$ cat src/rtl/vga_timing_gen.sv
`default_nettype none
// ============================================================================
//  Module   : vga_timing_gen
//  Brief    : Parametrised VGA raster engine. Generates pixel requests for the
//             picture generator, delays sync/data-enable to match the pixel
//             pipeline latency, and shadows the display mode once per frame.
//  Revision : 1.0 - initial release
// ============================================================================
module vga_timing_gen #(
  parameter int H_ACTIVE = 640,
  parameter int H_FP     = 16,
  parameter int H_SYNC   = 96,
  parameter int H_BP     = 48,
  parameter int V_ACTIVE = 480,
  parameter int V_FP     = 10,
  parameter int V_SYNC   = 2,
  parameter int V_BP     = 33,
  parameter bit HS_POL   = 1'b0,
  parameter bit VS_POL   = 1'b0,
  parameter int PIX_LAT  = 2,
  parameter int POS_W    = 10,
  parameter int COLOR_W  = 24,
  parameter int MODE_W   = 8
) (
  input  logic               vga_clk,
  input  logic               sys_rst,
  input  logic               enable,
  input  logic [MODE_W-1:0]  mode_in,
  input  logic [COLOR_W-1:0] pix_data,
  output logic [POS_W-1:0]   pos_x,
  output logic [POS_W-1:0]   pos_y,
  output logic               pos_valid,
  output logic [MODE_W-1:0]  mode_frame,
  output logic               line_start,
  output logic               frame_start,
  output logic [15:0]        frame_cnt,
  output logic               hsync,
  output logic               vsync,
  output logic               de,
  output logic [COLOR_W-1:0] rgb
);

  localparam int H_TOTAL = H_ACTIVE + H_FP + H_SYNC + H_BP;
  localparam int V_TOTAL = V_ACTIVE + V_FP + V_SYNC + V_BP;

  // Counter-width copies of the geometry so every compare is width-matched.
  localparam logic [POS_W-1:0] C_ONE        = POS_W'(1);
  localparam logic [POS_W-1:0] C_H_LAST     = POS_W'(H_TOTAL - 1);
  localparam logic [POS_W-1:0] C_V_LAST     = POS_W'(V_TOTAL - 1);
  localparam logic [POS_W-1:0] C_H_ACT      = POS_W'(H_ACTIVE);
  localparam logic [POS_W-1:0] C_V_ACT      = POS_W'(V_ACTIVE);
  localparam logic [POS_W-1:0] C_V_ACT_LAST = POS_W'(V_ACTIVE - 1);
  localparam logic [POS_W-1:0] C_HS_BEG     = POS_W'(H_ACTIVE + H_FP);
  localparam logic [POS_W-1:0] C_HS_END     = POS_W'(H_ACTIVE + H_FP + H_SYNC - 1);
  localparam logic [POS_W-1:0] C_VS_BEG     = POS_W'(V_ACTIVE + V_FP);
  localparam logic [POS_W-1:0] C_VS_END     = POS_W'(V_ACTIVE + V_FP + V_SYNC - 1);

  logic               running;
  logic [POS_W-1:0]   h_cnt;
  logic [POS_W-1:0]   v_cnt;
  logic               h_last;
  logic               v_last;
  logic               advance;
  logic               hs_raw;
  logic               vs_raw;
  logic               de_raw;
  logic [PIX_LAT-1:0] hs_tap;
  logic [PIX_LAT-1:0] vs_tap;
  logic [PIX_LAT-1:0] de_tap;

  // Wrap detection and the qualified "count this cycle" strobe; a cycle in
  // which enable has already dropped is treated as aborted, not counted.
  always_comb begin
    h_last  = (h_cnt == C_H_LAST);
    v_last  = (v_cnt == C_V_LAST);
    advance = running && enable;
  end

  // Run flag follows enable one cycle later; reset dominates.
  always_ff @(posedge vga_clk) begin
    if (sys_rst) begin
      running <= 1'b0;
    end else begin
      running <= enable;
    end
  end

  // Raster counters; held at (0,0) whenever the raster is stopped or aborted.
  always_ff @(posedge vga_clk) begin
    if (sys_rst || !advance) begin
      h_cnt <= '0;
      v_cnt <= '0;
    end else if (h_last) begin
      h_cnt <= '0;
      v_cnt <= v_last ? '0 : (v_cnt + C_ONE);
    end else begin
      h_cnt <= h_cnt + C_ONE;
    end
  end

  // Request stage and raw (undelayed) timing flags, all gated by running.
  always_comb begin
    pos_valid   = running && (h_cnt < C_H_ACT) && (v_cnt < C_V_ACT);
    pos_x       = pos_valid ? h_cnt : '0;
    pos_y       = pos_valid ? v_cnt : '0;
    line_start  = running && (h_cnt == '0);
    frame_start = line_start && (v_cnt == '0);
    hs_raw      = running && (h_cnt >= C_HS_BEG) && (h_cnt <= C_HS_END);
    vs_raw      = running && (v_cnt >= C_VS_BEG) && (v_cnt <= C_VS_END);
    de_raw      = pos_valid;
  end

  // PIX_LAT-deep delay lines (bit 0 newest); flushed to inactive on abort.
  always_ff @(posedge vga_clk) begin
    if (sys_rst || !enable) begin
      hs_tap <= '0;
      vs_tap <= '0;
      de_tap <= '0;
    end else begin
      hs_tap <= PIX_LAT'({hs_tap, hs_raw});
      vs_tap <= PIX_LAT'({vs_tap, vs_raw});
      de_tap <= PIX_LAT'({de_tap, de_raw});
    end
  end

  // Output register: apply sync polarity and blank colour outside de.
  always_ff @(posedge vga_clk) begin
    if (sys_rst || !enable) begin
      hsync <= ~HS_POL;
      vsync <= ~VS_POL;
      de    <= 1'b0;
      rgb   <= '0;
    end else begin
      hsync <= hs_tap[PIX_LAT-1] ? HS_POL : ~HS_POL;
      vsync <= vs_tap[PIX_LAT-1] ? VS_POL : ~VS_POL;
      de    <= de_tap[PIX_LAT-1];
      rgb   <= de_tap[PIX_LAT-1] ? pix_data : '0;
    end
  end

  // Completed-frame counter and per-frame mode shadow (latched at the start
  // of vertical blanking so the whole next active area sees one mode).
  always_ff @(posedge vga_clk) begin
    if (sys_rst) begin
      frame_cnt  <= 16'd0;
      mode_frame <= '0;
    end else begin
      if (advance && h_last && v_last) begin
        frame_cnt <= frame_cnt + 16'd1;
      end
      if (advance && h_last && (v_cnt == C_V_ACT_LAST)) begin
        mode_frame <= mode_in;
      end
    end
  end

endmodule
`default_nettype wire
$ cat config.mk
export PLATFORM = sky130hd
export DESIGN_NAME = vga_timing_gen
export DESIGN_NICKNAME = d
export VERILOG_FILES = /design/src/rtl/vga_timing_gen.sv
export SDC_FILE = /design/constraint.sdc
export NUM_CORES = 1
export LEC_CHECK = 0
export ABC_AREA = 1
export CAP_MARGIN = 20
export CORE_UTILIZATION = 40
export DETAILED_ROUTE_END_ITERATION = 16
export PLACE_DENSITY = 0.7
export SYNTH_ARGS = -nofsm -noshare
export SYNTH_HDL_FRONTEND = slang
export SYNTH_SLANG_ARGS = --single-unit
$ cat constraint.sdc
create_clock -name vga_clk -period 1.72 [get_ports vga_clk]
set_input_delay 0.344 -clock vga_clk [delete_from_list [all_inputs] [get_ports vga_clk]]
set_output_delay 0.344 -clock vga_clk [all_outputs]
set_load 0.1 [all_outputs]
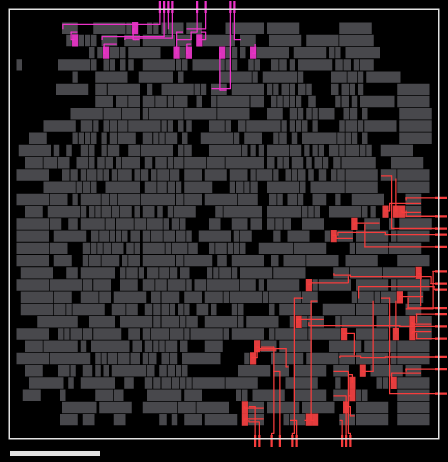
**Above:** run 1 (I/O nets highlighted).
The bar under the picture is 20 um long.
Key: magenta = mode_in [direction input, edge top, end cells 8, buffers 8, wire 153 um]; red = pix_data [direction input, edge 15 right, 9 bottom, end cells 24, buffers 24, wire 558 um]

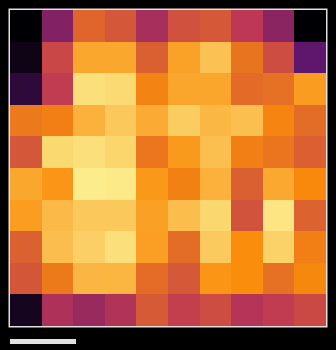
**Above:** run 1 (cell density map).
The bar under the picture is 20 um long. The die is cut into 10 by 10 equal tiles; black is low, pale yellow is high, 0 to 100% covered.
2.0% of the tiles are nearly empty. The mean over all tiles is 69%. The fullest tile reaches 96%.

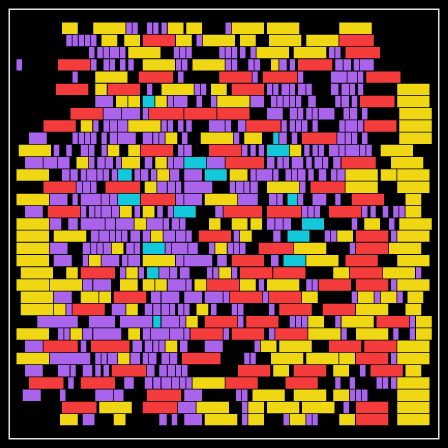
**Above:** run 1 (cells colored by class).
Key: red = sequential cells [cells 78]; purple = combinational and other logic [cells 415]; cyan = clock drivers and dummy loads [cells 15]; yellow = remaining buffers and delay cells [cells 156]
Seq/total area: 0.2537
num rows: 33

==> flow_metrics.py, run 1 <==
# Physical implementation metrics
metrics = {
    "setup_path": {
        "worst-path-stages": 7,
        "critPathBufInv": 3,
        "crit_start": "h_cnt[8]",
        "r2r_end": "frame_cnt[14]",
        "critPathArrivalTime_ns": 1.63,
        "r2r-start": "v_cnt[1]",
        "worstSetupStartpointType": "flop",
        "cp_slowest_cell": "dfxtp_4",
        "reg2reg_slack_ns": 0.01,
        "cp_data_required_time_ns": 1.38,
        "endpoint_kind": "output port",
        "path_class": "reg -> out",
        "crit_path_cell_trace": "inv_4, a21oi_2, nor2_1, and3_4, inv_16, nor2_4, buf_12",
        "cp_max_fo": 18,
        "max_stage_delay_ns": 0.36,
        "cpLargestDelayFamily": "simple AND/OR/NAND/NOR gates",
        "critPathCapture": "pos_x[7]",
        "r2r_cells": 12,
    },
    "run_status": {
        "failed_checks": "negative setup slack",
        "status": "complete, but fails checks",
    },
    "clock_tree": {
        "cts_tree": "yes",
        "clock-sinks": 78,
        "insertion_delay_ns": 0.34,
        "cts.clk_slew.worst_paths_ns": 0.09,
        "cts_buffers": 9,
        "cts_max_path_buffers": 2,
        "clockRootBuffer": "clkbuf_8",
        "htree_num_levels": 3,
    },
    "worst_hold_path": {
        "hold_path_class": "reg -> reg",
    },
    "timing": {
        "setup_violations": 22,
        "slew_viol_final": 0,
        "finalHoldViolCount": 0,
        "rsz0062_at_grt": "yes",
        "fin_ws_ns": -0.2557,
        "clock.fmax_ghz": 0.5062,
        "min_period_ns": 1.976,
        "fin_crit_sh": 1.149,
        "fin_skew_ns": 0.01965,
    },
    "yosys": {
        "ys_types": 31,
        "top_area_cell": "dfxtp_1",
        "syn_area_per_cell_um2": 6.889,
        "synth_top_cell_by_count": "nor2_1",
        "common_cells": "nor2_1, nand2_1, inv_1",
        "top_area_frac": 0.4497,
        "ys.flop_type": "dfxtp_1",
        "syn_area_um2": 3472,
        "synth_nets": 544,
        "edf_count": 0,
        "postSynthCellCount": 504,
        "ys_seq_share": 0.4497,
        "ys_cells": 504,
        "ys_seq_elements": 78,
        "yosysWarningCount": 0,
        "async_reset_ff_frac": 0,
        "topCellsByArea": "dfxtp_1, nor2_1, nand2_1",
        "ys_area_um2": 3472,
    },
    "floorplanning": {
        "core_area_um2": 8299,
        "die_w_um": 95.17,
        "io_pins": 109,
        "initial_utilization": 0.4184,
        "dieArea_um2": 9056,
        "dieHeight_um": 95.17,
    },
    "place": {
        "place_congestion": 0.9306,
        "place_inst": 739,
        "io_buffers": 107,
        "placed_area_um2": 5841,
        "dp_hpwl_um": 7507,
    },
    "detailed_routing": {
        "drt_iter0_drc": 148,
        "wl_per_cell_um": 13.56,
        "wl_um": 10430,
        "ant_nets": 0,
        "post-route-drc-count": 0,
        "drt_pass1_iterations": 5,
        "route.vias.total": 3750,
        "viasPerCell": 4.876,
    },
    "cells_and_area": {
        "diodes": 0,
        "fin_cells": 769,
        "design_area_um2": 6332,
        "final_nets": 700,
        "post_route_cells_drive_above_1_share": 0.3690,
        "fin_util": 0.7630,
        "syn_to_final_growth_pct": 82.38,
    },
    "pwr": {
        "p_switching_w": 0.0008182,
        "p_leak_nw": 2.570,
        "seqPwrFrac": 0.553,
        "ir_drop_mv": 0.4004,
        "p_comb_frac": 0.080,
        "p_clk_frac": 0.367,
        "internal-power_w": 0.002448,
        "pwr_density_cell_nw_per_um2": 515.8,
        "p_sw_frac": 0.2505,
    },
    "global_routing": {
        "grt_pass1_vias": 3555,
        "grt_max_degree": 26,
        "antenna_found_initial": 0,
        "grt_pass1_wl_um": 15890,
        "grt_usage": 0.2212,
        "overflow": 0,
    },
    "flow_run": {
        "max_cap_violations": 0,
        "openroad.warnings": 31,
    },
}
## run 1: final cells by class
cell class / count / area, um^2
inverter: 89 / 372.9
timing repair buffer: 156 / 2227
clock buffer: 10 / 127.6
tap: 105 / 131.4
multi-input combinational: 326 / 1832
clock inverter: 5 / 35.03
fill: 580 / 1967
sequential: 78 / 1607
## run 1: kinds of logic (layout without fill, tap and decap cells)
kind of cell | count (synthesis) | after routing | share of synthesized area
compound gates | 38 | 38 | 0.06126
xor+xnor | 2 | 2 | 0.005046
fa+ha+maj | 5 | 5 | 0.01802
buf+inv | 100 | 260 | 0.1164
flops | 78 | 78 | 0.4497
other cells | 1 | 1 | 0.001080
simple gates | 280 | 280 | 0.3485
## run 1: power by group through the flow
stage / Combinational, W / Clock (W) / Sequential [W]
floorplan: 0.000118 / 0 / 0.00186
global placement: 0.000243 / 0 / 0.00185
detailed placement: 0.000249 / 0 / 0.00185
CTS: 0.000260 / 0.00122 / 0.00180
global route: 0.000280 / 0.00129 / 0.00181
finish: 0.000263 / 0.00120 / 0.00180
## run 1: state kept, by name, indices dropped and copies added, names as in the netlist
register,flops
h_cnt,10
vsync,1
rgb,24
de,1
v_cnt,10
vs_tap,2
hs_tap,2
frame_cnt,16
running,1
de_tap,2
mode_frame,8
hsync,1
## run 1: worst reg2reg max path: cells and delay by family, from the launching register on
| family | cells | cell delay (ns) |
|---|---|---|
| fa+ha+maj | 1 | 0.17 |
| buf+inv | 4 | 0.43 |
| flops | 1 | 0.36 |
| simple gates | 7 | 0.67 |
## run 1: metrics by stage
step | setup slack [ns] | power (W) | TNS, ns | hold WS, ns
after CTS | -0.2414 | 0.003281 | -4.765 | 0.3836
after global routing | -0.3133 | 0.003374 | -6.803 | 0.3903
after floorplan | -0.3977 | 0.001974 | -5.809 | 0.3510
after global placement | -0.03016 | 0.002092 | -0.2296 | 0.3550
final | -0.2557 | 0.003266 | -5.028 | 0.3803
after detailed placement | -0.08372 | 0.002098 | -0.8024 | 0.3650
## run 1: routing by layer
layer,part of all wire,up-vias,GRT usage,wire length [um]
met5,0,-,0,0
met2,0.52,146,0.3970,5392
met3,0.067,27,0.04864,700
met1,0.40,1712,0.2582,4126
li1,-,1865,-,-
met4,0.020,0,0.07323,210
## run 1: what timing repair did
action	in CTS	in global routing
pin swaps	7	9
gates resized	31	37
gates cloned	0	1
hold buffers	0	0
buffers inserted	10	4
setup endpoints to repair	24	64
## run 1: layout by cell type (no fill, tap or decap), drive strengths merged
master	count
clkbuf	10
dfxtp	78
nand2	94
a32oi	1
nor4	2
nor2	121
inv	89
nor3	15
xor2	2
o22ai	1
nand3	35
nor3b	2
clkinvlp	4
ha	5
and3	1
buf	122
clkinv	1
clkdlybuf4s50	34
o21ai	10
a21oi	25
o31ai	1
nand3b	3
conb	1
nand4	7
## run 1: worst min path at each step
stage          startpoint    end  slack (ns)  cells after the start
3_5_place_dp    hs_tap[1]  hsync        0.37                      1
2_1_floorplan   hs_tap[1]  hsync        0.35                      1
5_1_grt         hs_tap[1]  hsync        0.39                      1
3_3_place_gp    hs_tap[1]  hsync        0.36                      1
6_report        hs_tap[1]  hsync        0.38                      1
4_1_cts         hs_tap[1]  hsync        0.38                      1
==> run 2: changes to the inputs <==
--- a/config.mk
+++ b/config.mk
@@ -8,6 +8,7 @@
 export ABC_AREA = 1
 export CAP_MARGIN = 20
 export CORE_UTILIZATION = 40
+export CTS_BUF_LIST = sky130_fd_sc_hd__clkbuf_4 sky130_fd_sc_hd__clkbuf_8
 export DETAILED_ROUTE_END_ITERATION = 16
 export PLACE_DENSITY = 0.7
 export SYNTH_ARGS = -nofsm -noshare
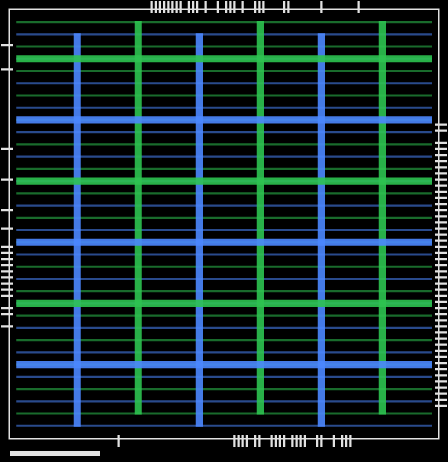
**Above:** run 2 (PDN straps and rails).
The bar under the picture is 20 um long. Pins as bars on the die edge.
Key: blue = VSS; green = VDD
6 straps on met4. 34 met1 rails follow the rows. The core has 33 rows. 6 straps on met5.
Placeable Area: 8299 um^2
Die W: 95.17 um
worst vdd ir: 0.4032 mV

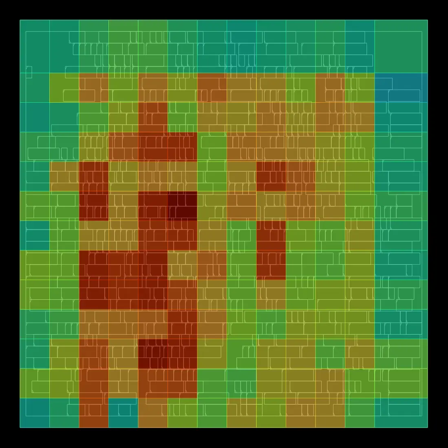
**Above:** run 2 (congestion heat map).
Wirelength per Cell: 13.50 um
grt peak-use layer: met2

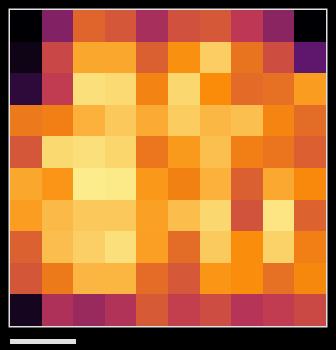
**Above:** run 2 (cell density map).
The bar under the picture is 20 um long. The die is cut into 10 by 10 equal tiles; black is low, pale yellow is high, 0 to 100% covered.
45% of the tiles are over 75% full. 2.0% of the tiles are nearly empty. The fullest tile reaches 96%. The mean over all tiles is 69%.

==> run 2 against run 1 <==
Net effect: the run still ends with negative setup slack left; die size stayed put; total power up 0.65%; synthesized cell count did not move; cell count unchanged; setup slack got worse by 0.0087 ns; final area barely moved; global-route usage did not move; largest power group unchanged; first-iteration DRC count shrank 16%; critical path depth did not move; sequential cell count did not move.
==> flow_metrics.py, run 2 <==
# Physical implementation metrics
metrics = {
    "setup_path": {
        "cp_data_required_time_ns": 1.38,
        "worstSetupStartpointType": "flop",
        "cp_max_fo": 18,
        "critPathArrivalTime_ns": 1.64,
        "endpoint_kind": "output port",
        "path_class": "reg -> out",
    },
    "timing": {
        "fin_crit_sh": 1.154,
        "rsz0062_at_grt": "yes",
        "min_period_ns": 1.984,
        "setup_violations": 22,
        "fin_skew_ns": 0.02094,
        "finalHoldViolCount": 0,
        "whs_ns": 0.3803,
        "slew_viol_final": 0,
        "clock.fmax_ghz": 0.5039,
        "fin_ws_ns": -0.2644,
    },
    "global_routing": {
        "grt_max_degree": 26,
        "grt_pass1_wl_um": 15890,
        "grt_usage": 0.2212,
        "overflow": 0,
        "antenna_found_initial": 0,
        "grt_pass1_vias": 3555,
    },
    "detailed_routing": {
        "wl_um": 10380,
        "drt_pass1_iterations": 5,
        "drt_iter0_drc": 124,
        "post-route-drc-count": 0,
        "ant_nets": 0,
        "viasPerCell": 4.861,
        "route.vias.total": 3738,
    },
    "yosys": {
        "ys.flop_type": "dfxtp_1",
        "postSynthCellCount": 504,
        "async_reset_ff_frac": 0,
        "syn_area_um2": 3472,
        "synth_nets": 544,
        "syn_area_per_cell_um2": 6.889,
        "ys_seq_elements": 78,
        "top_area_cell": "dfxtp_1",
        "ys_types": 31,
        "top_area_frac": 0.4497,
        "common_cells": "nor2_1, nand2_1, inv_1",
        "synth_top_cell_by_count": "nor2_1",
        "topCellsByArea": "dfxtp_1, nor2_1, nand2_1",
        "ys_seq_share": 0.4497,
        "yosysWarningCount": 0,
        "ys_area_um2": 3472,
        "edf_count": 0,
        "ys_cells": 504,
    },
    "cells_and_area": {
        "logic_area_um2": 1832,
        "lay_top_cells": "nor2_1, nand2_1, buf_12",
        "seqCellArea_um2": 1607,
        "reg_top3": "rgb: 24 flops, frame_cnt: 16 flops",
        "syn_to_final_growth_pct": 82.49,
        "largest_register_ffs": 24,
        "n_fill_cell": 578,
        "diodes": 0,
        "post_route_cells_drive_above_1_share": 0.3705,
        "final_nets": 700,
        "regMostFlops": "rgb",
        "layout_top_cell": "nor2_1",
        "design_area_um2": 6336,
    },
    "floorplanning": {
        "initial_utilization": 0.4184,
        "dieArea_um2": 9056,
        "row_count": 33,
        "io_pins": 109,
    },
    "run_status": {
        "status": "complete, but fails checks",
        "failed_checks": "negative setup slack",
    },
    "place": {
        "placed_area_um2": 5841,
        "io_buffers": 107,
        "place_congestion": 0.9306,
        "place_ws_ns": -0.08372,
        "dp_hpwl_um": 7507,
    },
    "clock_tree": {
        "cts.clk_slew.worst_paths_ns": 0.09,
        "clockRootBuffer": "clkbuf_8",
        "cts_max_path_buffers": 2,
        "cts_tree": "yes",
        "cts_buffers": 9,
        "htree_num_levels": 3,
        "insertion_delay_ns": 0.34,
        "clock-sinks": 78,
        "holdBufCountCts": 0,
    },
    "flow_run": {
        "openroad.warnings": 31,
        "max_cap_violations": 0,
    },
    "pwr": {
        "p_leak_nw": 2.574,
        "pwr_density_cell_nw_per_um2": 518.8,
    },
    "worst_hold_path": {
        "hold_path_class": "reg -> reg",
    },
}
run 2: stage by stage:
stage | power [W] | util | instances | TNS [ns]
global placement | 0.002092 | 0.7038 | 739 | -0.2296
detailed placement | 0.002098 | 0.7038 | 739 | -0.8024
finish | 0.003287 | 0.7635 | 769 | -5.200
CTS | 0.003297 | 0.7428 | 764 | -4.765
floorplan | 0.001974 | - | 504 | -5.809
global route | 0.003394 | 0.7635 | 769 | -6.593
run 2: kinds of logic (layout without fill, tap and decap cells):
| logic type | after synthesis | in the layout | synth area share |
|---|---|---|---|
| adder cells (fa/ha/maj) | 5 | 5 | 0.01802 |
| AND/OR/NAND/NOR | 280 | 280 | 0.3485 |
| other | 1 | 1 | 0.001080 |
| buffers and inverters | 100 | 260 | 0.1164 |
| AND-OR/OR-AND | 38 | 38 | 0.06126 |
| XOR/XNOR | 2 | 2 | 0.005046 |
| flip-flops | 78 | 78 | 0.4497 |
run 2: repair_timing:
action,CTS,global route
gates cloned,0,1
gates resized,31,37
setup buffers,10,4
endpoints found under the setup margin,24,64
pin swaps,7,9
run 2: metal layers:
metal,track usage,vias to the layer above,routed length [um]
met2,0.3970,141,5370
met5,0,-,0
met4,0.07323,0,159
met3,0.04864,19,661
met1,0.2582,1715,4192
li1,-,1863,-
run 2: path summary, 6_finish.rpt:
kind / endpoint / slack, ns / depth (start not counted) / start
worst min register to register: hsync / 0.38 / 1 / hs_tap[1]
worst max-delay path: pos_x[7] / -0.26 / 7 / h_cnt[8]
worst max register to register: frame_cnt[14] / 0.04 / 12 / v_cnt[1]
worst min-delay path: hsync / 0.38 / 1 / hs_tap[1]
run 2: power breakdown:
part / internal (W) / switching [W] / total (W)
registers: 0.00180 / 0.00000364 / 0.00180
logic: 0.000126 / 0.000136 / 0.000263
clock network: 0.000536 / 0.000684 / 0.00122
total: 0.00246 / 0.000824 / 0.00329
run 2: cell type report:
class                      count  share of cell area
clock inverter                 5            0.005529
tap                          105             0.02073
timing repair buffer         156              0.3515
clock buffer                  10             0.02073
sequential                    78              0.2536
multi-input combinational    326              0.2891
inverter                      89             0.05885
run 2: worst max-delay path, stage by stage (launching register included):
cell and delay, ns:
dfxtp_4 0.36, inv_4 0.08, a21oi_2 0.06, nor2_1 0.08
and3_4 0.28, inv_16 0.10, nor2_4 0.14, buf_12 0.18
==> run 3: changes to the inputs <==
--- a/config.mk
+++ b/config.mk
@@ -7,10 +7,12 @@
 export LEC_CHECK = 0
 export ABC_AREA = 1
 export CAP_MARGIN = 20
+export CORE_MARGIN = 2
 export CORE_UTILIZATION = 40
 export CTS_BUF_LIST = sky130_fd_sc_hd__clkbuf_4 sky130_fd_sc_hd__clkbuf_8
 export DETAILED_ROUTE_END_ITERATION = 16
 export PLACE_DENSITY = 0.7
+export SLEW_MARGIN = 40
 export SYNTH_ARGS = -nofsm -noshare
 export SYNTH_HDL_FRONTEND = slang
 export SYNTH_SLANG_ARGS = --single-unit
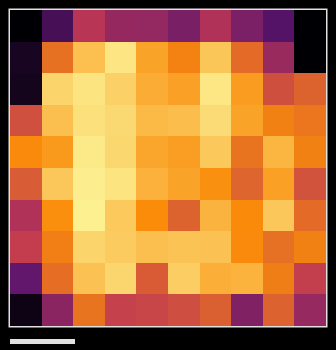
**Above:** run 3 (cell density map).
The bar under the picture is 20 um long. The die is cut into 10 by 10 equal tiles; black is low, pale yellow is high, 0 to 100% covered.
The fullest tile reaches 97%. The mean over all tiles is 67%. 3.0% of the tiles are nearly empty. 47% of the tiles are over 75% full.
FP Core Util: 0.4184
Finished Core Util: 0.7817

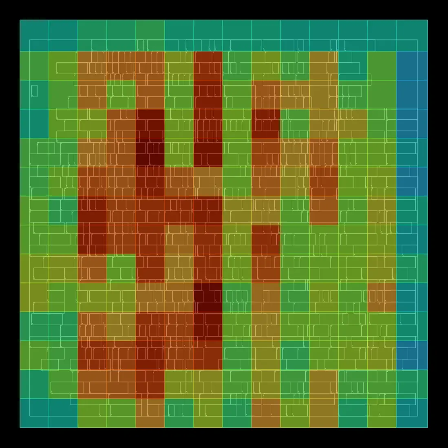
**Above:** run 3 (congestion heat map).
GRT Util Overall: 0.2231
M3 GR Usage: 0.04676
GR Layer Usage met1: 0.2663
Wirelength per Cell: 14.14 um

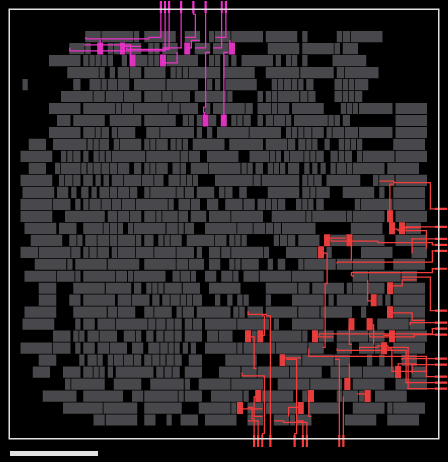
**Above:** run 3 (I/O nets highlighted).
The bar under the picture is 20 um long.
Key: magenta = mode_in [direction input, edge top, end cells 8, buffers 8, wire 192 um]; red = pix_data [direction input, edge 15 right, 9 bottom, end cells 24, buffers 24, wire 583 um]
PortBufs: 107
IO Pins: 109

==> run 3 against run 2 <==
Net effect: the run still ends with negative setup slack left; clock power is 3% higher; non-clock buffer count rose by 9; register-to-register slack better by 0.02 ns; synthesized cell count stayed put; count of clock-buffer cells in the layout stayed put; sequential power hardly changed; setup slack lost 0.073 ns; largest power group unchanged; first-iteration DRC count rose by 44%; via count grew 3.8%; die size is 4.2% higher; clock skew is 0.0062 ns lower; worst hold slack worse by 0.014 ns.
==> flow_metrics.py, run 3 <==
# Physical implementation metrics
metrics = {
    "cells_and_area": {
        "lay_top_cells": "nor2_1, nand2_1, buf_12",
        "reg_top3": "rgb: 24 flops, frame_cnt: 16 flops",
        "diodes": 0,
        "post_route_cells_drive_above_1_share": 0.3831,
        "fin_cells": 781,
        "largest_register_ffs": 24,
        "syn_to_final_growth_pct": 86.85,
        "layout_top_cell": "nor2_1",
        "regMostFlops": "rgb",
        "final_nets": 711,
    },
    "timing": {
        "slew_viol_final": 0,
        "rsz0062_at_grt": "yes",
        "fin_crit_sh": 1.196,
        "clock.fmax_ghz": 0.4860,
        "min_period_ns": 2.058,
        "setup_violations": 22,
        "fin_ws_ns": -0.3377,
        "tns_ns": -6.531,
        "fin_skew_ns": 0.01471,
        "finalHoldViolCount": 0,
    },
    "setup_path": {
        "worstSetupStartpointType": "flop",
        "cp_data_required_time_ns": 1.38,
        "r2r-start": "v_cnt[5]",
        "endpoint_kind": "output port",
        "cp_max_fo": 4,
        "r2r_end": "frame_cnt[11]",
        "critPathArrivalTime_ns": 1.71,
        "reg2reg_slack_ns": 0.06,
        "path_class": "reg -> out",
        "r2r_cells": 13,
    },
    "run_status": {
        "failed_checks": "negative setup slack",
        "status": "complete, but fails checks",
    },
    "pwr": {
        "p_switching_w": 0.0008626,
        "p_clk_frac": 0.377,
        "power.total_w": 0.003350,
        "pwr_density_cell_nw_per_um2": 516.4,
        "ir_drop_mv": 0.3386,
        "p_comb_frac": 0.084,
        "internal-power_w": 0.002487,
        "p_leak_nw": 2.683,
        "p_sw_frac": 0.2575,
        "seqPwrFrac": 0.539,
    },
    "detailed_routing": {
        "post-route-drc-count": 0,
        "wl_um": 11050,
        "route.vias.total": 3881,
        "ant_nets": 0,
        "viasPerCell": 4.969,
        "drt_iter0_drc": 178,
        "drt_pass1_iterations": 5,
    },
    "yosys": {
        "ys_seq_share": 0.4497,
        "ys.flop_type": "dfxtp_1",
        "top_area_cell": "dfxtp_1",
        "synth_nets": 544,
        "adder_share": 0.01802,
        "common_cells": "nor2_1, nand2_1, inv_1",
        "syn_area_um2": 3472,
        "ys_sh_simple": 0.3485,
        "topCellsByArea": "dfxtp_1, nor2_1, nand2_1",
        "async_reset_ff_frac": 0,
        "ys_seq_elements": 78,
        "synth_top_cell_by_count": "nor2_1",
        "edf_count": 0,
        "ys_cells": 504,
        "ys_sh_xor": 0.005045,
        "mux_share": 0,
        "topCombFamilyByArea": "simple AND/OR/NAND/NOR gates",
        "yosysWarningCount": 0,
        "syn_area_per_cell_um2": 6.889,
        "top_area_frac": 0.4497,
        "postSynthCellCount": 504,
        "ys_area_um2": 3472,
        "compound_area_frac": 0.06126,
        "ys_types": 31,
    },
    "floorplanning": {
        "core_area_um2": 8299,
        "row_count": 33,
        "die_w_um": 97.17,
        "dieHeight_um": 97.17,
        "dieArea_um2": 9441,
    },
    "clock_tree": {
        "holdBufCountCts": 0,
        "cts_tree": "yes",
        "htree_num_levels": 3,
        "clock-sinks": 78,
        "cts_max_path_buffers": 2,
        "insertion_delay_ns": 0.35,
        "clockRootBuffer": "clkbuf_8",
        "cts.clk_slew.worst_paths_ns": 0.09,
        "cts_buffers": 9,
    },
    "place": {
        "place_ws_ns": -0.05224,
        "dp_hpwl_um": 7321,
        "place_inst": 737,
        "place_congestion": 0.9279,
    },
    "flow_run": {
        "max_cap_violations": 0,
        "openroad.warnings": 31,
    },
    "global_routing": {
        "grt_pass1_wl_um": 17280,
        "grt_max_degree": 26,
        "grt_pass1_vias": 3700,
        "overflow": 0,
        "antenna_found_initial": 0,
    },
    "worst_hold_path": {
        "min_to": "hsync",
        "holdPathStages": 1,
        "min_from": "hs_tap[1]",
        "hold_path_class": "reg -> reg",
    },
}
## run 3: cell counts after synthesis
Identical to the previous run, type by type.
## run 3: per-layer routing
layer / vias up / routed length, um / GRT usage
met4: 0 / 269 / 0.07584
met2: 165 / 5644 / 0.3969
met1: 1802 / 4425 / 0.2663
met3: 28 / 707 / 0.04676
met5: - / 0 / 0
li1: 1886 / - / -
## run 3: logic make-up after synthesis
family | count (synthesis)
compound gates | 38
other cells | 1
fa+ha+maj | 5
buf+inv | 100
xor+xnor | 2
simple gates | 280
flops | 78
## run 3: timing repair
item,CTS,global route
pin swaps,11,9
resized,46,30
setup endpoints to repair,25,63
gates cloned,2,1
setup buffers,12,13
hold endpoints to repair,0,0
## run 3: per-stage QoR
step / cell area (um^2) / hold WS (ns)
finish: 6487 / 0.3661
global route: 6487 / 0.3712
CTS: 6281 / 0.3709
detailed placement: 5826 / 0.3656
global placement: 5826 / 0.3558
floorplan: 3697 / 0.3510
## run 3: worst max-delay path, stage by stage (launching register included)
cell and delay, ns:
dfxtp_1 0.36, inv_2 0.10, a21oi_2 0.04, nor2_1 0.11, and3_4 0.23, buf_12 0.16
inv_8 0.06, nor2_4 0.12, buf_12 0.18
## run 3: cell type report
| type | instances | area, um^2 |
|---|---|---|
| flip-flops and latches | 78 | 1607 |
| fillers | 506 | 1812 |
| clock inverters | 6 | 46.29 |
| multi-input cells | 326 | 1848 |
| well taps | 105 | 131.4 |
| inverters | 89 | 370.4 |
| repair inverters | 2 | 31.28 |
| clock buffers | 10 | 131.4 |
| repair buffers | 165 | 2322 |
## run 3: power by group through the flow
stage | logic [W] | registers (W) | clock network, W
after floorplan | 0.000118 | 0.00186 | 0
after global placement | 0.000244 | 0.00185 | 0
after detailed placement | 0.000248 | 0.00185 | 0
after CTS | 0.000278 | 0.00181 | 0.00129
after global routing | 0.000299 | 0.00181 | 0.00138
final | 0.000282 | 0.00180 | 0.00126
## run 3: how the worst max path moves through the flow
stage / startpoint / to / slack [ns] / cells past startpoint
global route: h_cnt[9] / pos_y[7] / -0.39 / 8
floorplan: v_cnt[8] / pos_x[7] / -0.40 / 7
detailed placement: h_cnt[0] / v_cnt[9] / -0.05 / 10
CTS: v_cnt[8] / pos_y[5] / -0.28 / 8
global placement: enable / frame_cnt[13] / -0.03 / 9
finish: h_cnt[9] / pos_y[7] / -0.34 / 8
No activity file was given, so power comes from the tool's default toggle rates.
